<file path="src/rtl/s27_pkg.sv">
// s27_pkg: shared state type, LFSR taps and default seed for the s27 stimulus generator
package s27_pkg;
  typedef enum logic [1:0] {S_IDLE, S_RUN, S_DRAIN, S_DONE} state_t;
  localparam logic [3:0] LFSR_TAPS = 4'b1100;
  localparam logic [3:0] SEED_DEF = 4'b1001;
  function automatic logic [3:0] lfsr_next(input logic [3:0] q);
    return {q[2:0], ^(q & LFSR_TAPS)};
  endfunction
endpackage

</file>
<file path="src/rtl/s27_lfsr4.sv">
// s27_lfsr4: 4-bit Fibonacci LFSR (x^4+x^3+1) shifting toward bit 3
module s27_lfsr4 import s27_pkg::*; #(
  parameter logic [3:0] SEED = SEED_DEF
) (
  input  logic       clk_net,
  input  logic       reset_net,
  input  logic       load,
  input  logic       en,
  input  logic [3:0] seed,
  output logic [3:0] q
);
  logic [3:0] r_q;
  // load the seed on run entry, otherwise step once per launched vector
  always_ff @(posedge clk_net or posedge reset_net)
    if (reset_net) r_q <= SEED;
    else if (load) r_q <= seed;
    else if (en) r_q <= lfsr_next(r_q);
  assign q = r_q;
endmodule

</file>
<file path="src/rtl/s27_stim_gen.sv">
// s27_stim_gen: drives LFSR vectors into an s27 netlist and checks G17 against a fixed expectation
module s27_stim_gen import s27_pkg::*; #(
  parameter int         N_VEC = 16,
  parameter int         LAT   = 2,
  parameter logic [3:0] SEED  = SEED_DEF,
  parameter logic       EXP   = 1'b0
) (
  input  logic       clk_net,
  input  logic       reset_net,
  input  logic       start,
  output logic       G0,
  output logic       G1,
  output logic       G2,
  output logic       G3,
  input  logic       G17,
  output logic       busy,
  output logic       done,
  output logic [7:0] err_cnt,
  output logic       pass
);
  state_t r_state, w_next;
  logic [3:0] w_lfsr, r_g;
  logic [7:0] r_cnt, r_err, w_err_nxt;
  logic [LAT-1:0] r_vsr, w_vsr_nxt;
  logic r_pass, w_load, w_launch, w_sample, w_last;
  s27_lfsr4 #(.SEED(SEED)) u_lfsr (
    .clk_net(clk_net),
    .reset_net(reset_net),
    .load(w_load),
    .en(w_launch),
    .seed(SEED),
    .q(w_lfsr)
  );
  assign w_last = r_cnt == 8'(N_VEC - 1);
  assign w_vsr_nxt = LAT'({r_vsr, w_launch});
  assign w_sample = r_vsr[LAT-1];
  assign w_err_nxt = (w_sample && G17 != EXP && r_err != 8'hff) ? r_err + 8'd1 : r_err;
  // state register
  always_ff @(posedge clk_net or posedge reset_net)
    if (reset_net) r_state <= S_IDLE;
    else r_state <= w_next;
  // next state: leave DRAIN once the last in-flight tag has been sampled
  always_comb
    case (r_state)
      S_IDLE:  w_next = start ? S_RUN : S_IDLE;
      S_RUN:   w_next = w_last ? S_DRAIN : S_RUN;
      S_DRAIN: w_next = w_vsr_nxt == '0 ? S_DONE : S_DRAIN;
      default: w_next = S_IDLE;
    endcase
  // state decoded controls and status
  always_comb begin
    w_load = r_state == S_IDLE && start;
    w_launch = r_state == S_RUN;
    busy = r_state == S_RUN || r_state == S_DRAIN;
    done = r_state == S_DONE;
  end
  // vector register, launch counter, latency tags, error count and verdict
  always_ff @(posedge clk_net or posedge reset_net)
    if (reset_net) begin
      r_g <= '0;
      r_cnt <= '0;
      r_vsr <= '0;
      r_err <= '0;
      r_pass <= 1'b0;
    end else begin
      r_g <= w_launch ? w_lfsr : 4'b0000;
      r_cnt <= w_load ? 8'd0 : w_launch ? r_cnt + 8'd1 : r_cnt;
      r_vsr <= w_vsr_nxt;
      r_err <= w_load ? 8'd0 : w_err_nxt;
      r_pass <= w_load ? 1'b0 : (r_state == S_DRAIN && w_next == S_DONE) ? w_err_nxt == 8'd0 : r_pass;
    end
  assign {G3, G2, G1, G0} = r_g;
  assign err_cnt = r_err;
  assign pass = r_pass;
endmodule
</file>
<file path="config.mk">
export PLATFORM = sky130hd
export DESIGN_NAME = s27_stim_gen
export DESIGN_NICKNAME = d
export VERILOG_FILES = /design/src/rtl/s27_pkg.sv /design/src/rtl/s27_lfsr4.sv /design/src/rtl/s27_stim_gen.sv
export SDC_FILE = /design/constraint.sdc
export NUM_CORES = 1
export LEC_CHECK = 0
export ABC_AREA = 1
export CAP_MARGIN = 40
export CORE_MARGIN = 2
export CORE_UTILIZATION = 40
export DETAILED_ROUTE_END_ITERATION = 16
export PLACE_DENSITY = 0.7
export SLEW_MARGIN = 0
export SYNTH_ARGS = -nofsm -noshare
export SYNTH_HDL_FRONTEND = slang
export SYNTH_SLANG_ARGS = --single-unit
</file>
<file path="constraint.sdc">
create_clock -name clk_net -period 1.9 [get_ports clk_net]
set_input_delay 0.475 -clock clk_net [delete_from_list [all_inputs] [get_ports clk_net]]
set_output_delay 0.475 -clock clk_net [all_outputs]
set_load 0.03 [all_outputs]
</file>
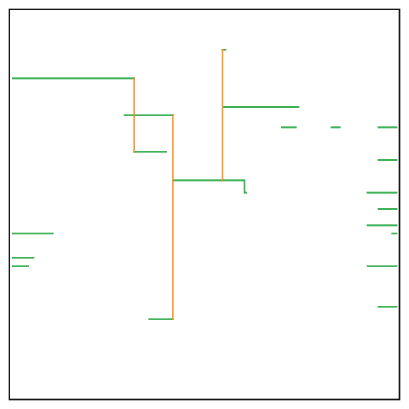
Fig. 1. Metal layers overlaid.
Drawn at 6 px/um. Two of the layers only.
- M3: green (wire length 108 um)
- M4: orange (wire length 68.0 um)
GRT Overall Usage: 14.81%
Routed WL per cell: 10.25 um

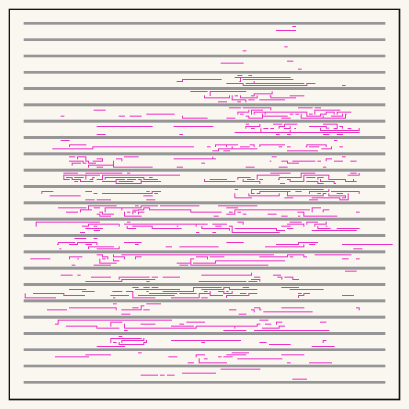
Fig. 2. The metal 1 layer.
Drawn at 6 px/um. Supply wires on this layer in grey.
- nets with wire on the layer: 200
- main direction: horizontal
- wire length on this layer: 1,330 um
- longest straight run: 25.3 um
- share of all routed wire: 49%
met1 Usage GRT: 19.24%
Routed WL: 2.716 mm
Via Count: 1,232

==> impl_metrics.env <==
# physical design summary
export IMPL_crit_path_end="err_cnt[7]"
export IMPL_n_all_inverters=31
export IMPL_maxSlewHeadroom_pct=75.71
export IMPL_period_used_pct=97.53
export IMPL_sh_comb_area_pct=32.57
export IMPL_drt_iter0_drc=53
export IMPL_ys_cells=190
export IMPL_fin_cells=265
export IMPL_fillCellCount=349
export IMPL_ys_seq_share_pct=49.28
export IMPL_critPathMaxFanout=5
export IMPL_top_cell="nand2_1"
export IMPL_io_pins=19
export IMPL_end_kind="output port"
export IMPL_hold_path_endpoint="r_vsr[1]$_DFF_PP0_"
export IMPL_p_leak_uw=0.001018
export IMPL_die_h_um=64.78
export IMPL_vdd_drop_max_v=0.0006787
export IMPL_fp_dieW_um=64.78
export IMPL_hold_path_startpoint="r_vsr[0]$_DFF_PP0_"
export IMPL_min_period_ps=1853
export IMPL_startpoint_type="flop"
export IMPL_rr_startpoint="r_state[1]$_DFF_PP0_"
export IMPL_cp_cell_sequence="clkdlybuf4s50_1"
export IMPL_power_density_nw_per_um2=1528
export IMPL_hold_buffers=0
export IMPL_topCombFamilyByArea="simple AND/OR/NAND/NOR gates"
export IMPL_cts_buffers=5
export IMPL_reg2reg_slack_ps=180
export IMPL_ys_sh_mux_pct=0
export IMPL_dp_cells=257
export IMPL_ant_nets=0
export IMPL_buffer_area_share_pct=12.53
export IMPL_synth_edff_count=0
export IMPL_synth_avg_cell_area_sq_um=7.777
export IMPL_num_multi_input_gates=126
export IMPL_regArea_sq_um=728.2
export IMPL_cts_resized=3
export IMPL_syn_nets=200
export IMPL_startpoint="err_cnt[7]$_DFF_PP0_"
export IMPL_status="completed"
export IMPL_sh_seq_area_pct=39.01
export IMPL_r2r_end="pass$_DFFE_PP0P_"
export IMPL_max_freq_mhz=539.6
export IMPL_critPathMaxStageDelay_ps=690
export IMPL_min_path_type="reg -> reg"
export IMPL_yosys_warnings=0
export IMPL_root_buffer="clkbuf_8"
export IMPL_fa_ha_area_share_pct=5.080
export IMPL_setup_viol=0
export IMPL_hold_viol=0
export IMPL_fp_util_pct=40.98
export IMPL_yosysTopAreaCellShare_pct=45.72
export IMPL_nets=226
export IMPL_post_cts_setup_buffers=0
export IMPL_synthAoiAreaFrac_pct=7.451
export IMPL_whs_ps=386.3
export IMPL_cts_max_path_buffers=2
export IMPL_top_area_cell_class="flip-flops and latches"
export IMPL_maxSlewViolCount=0
export IMPL_r2r_cells=10
export IMPL_viasPerCell=4.649
export IMPL_drv_cap=0
export IMPL_first_pass_iters=4
export IMPL_critical_path_slowest_cell="clkdlybuf4s50_1"
export IMPL_htreeDepth=2
export IMPL_cp_depth=1
export IMPL_area_growth_pct=26.33
export IMPL_crit_arrival_ps=1380
export IMPL_rows=22
export IMPL_tns_ps=0
export IMPL_area_leaders="dfrtp_1, nand2_1, inv_1, nor2_1, nand3_1"
export IMPL_io_buffers=18
export IMPL_seq_cell_count=29
export IMPL_top_cells_by_count="nand2_1, inv_1, dfrtp_1"
export IMPL_rsz0062_at_grt="false"
export IMPL_path_class="reg -> out"
export IMPL_antenna_found_initial=0
export IMPL_cp_num_buf_inv=1
export IMPL_numSynthFlops=29
export IMPL_syn_area_sq_um=1478
export IMPL_place_ws_ps=34.20
export IMPL_coreArea_sq_um=3606
export IMPL_antenna_cells=0
export IMPL_clk_share_pct=6.434
export IMPL_finClkSkew_ps=10.48
export IMPL_yosys_area_sq_um=1478
export IMPL_cts_sinks=29
export IMPL_clock_buffers=6
export IMPL_simple_gate_area_share_pct=28.45
export IMPL_hold_depth=0
export IMPL_ys_types=20
export IMPL_clkTransAtPathRegs_ps=70
export IMPL_top_area_cell="dfrtp_1"
export IMPL_flop_cell="dfrtp_1"
export IMPL_tapCellCount=48
export IMPL_drive_gt1_share_pct=10.14
export IMPL_crit_family="buffers and inverters"
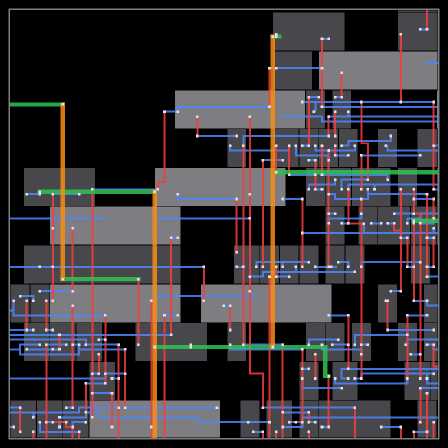
Fig. 3. Layout detail.
Region (17, 30) to (47, 60) um. Cells in grey, sequential cells in the stronger grey; small squares are vias.
- M2: red
- M3: green
- M1: blue
- M4: orange
- sequential cells in the window: 7
- most frequent: nand2_1 (16), inv_1 (8)
- netlist names of flops here include: err_cnt (4), r_cnt (3)
- cells with their middle in the window: 61

## flip-flops by register name, indices dropped and copies added (netlist names)
signal and flops:
r_g 4, u_lfsr.q 4, r_vsr 2, err_cnt 8, pass 1, r_cnt 8
r_state 2
## metrics by stage
step           util, %  area (sq um)  power (uW)
2_1_floorplan        -          1478        1813
3_3_place_gp     48.27          1740        2192
3_5_place_dp     48.27          1740        2213
4_1_cts          51.56          1859        2893
5_1_grt          51.77          1867        3068
6_report         51.77          1867        2852
## routing by layer
layer	wire length, um	vias up	global-route usage [%]	part of all wire [%]
li1	-	644	-	-
met1	1327	558	19.24	49
met2	1214	23	22.55	45
met3	107	7	3.299	3.9
met4	68	0	8.777	2.5
met5	0	-	0	0
## power by group
group | switching, uW | internal (uW)
Clock | 238 | 426
Combinational | 713 | 452
Sequential | 164 | 859
Total | 1120 | 1740
Power figures rest on the tool's default switching activity, not on a simulated workload.
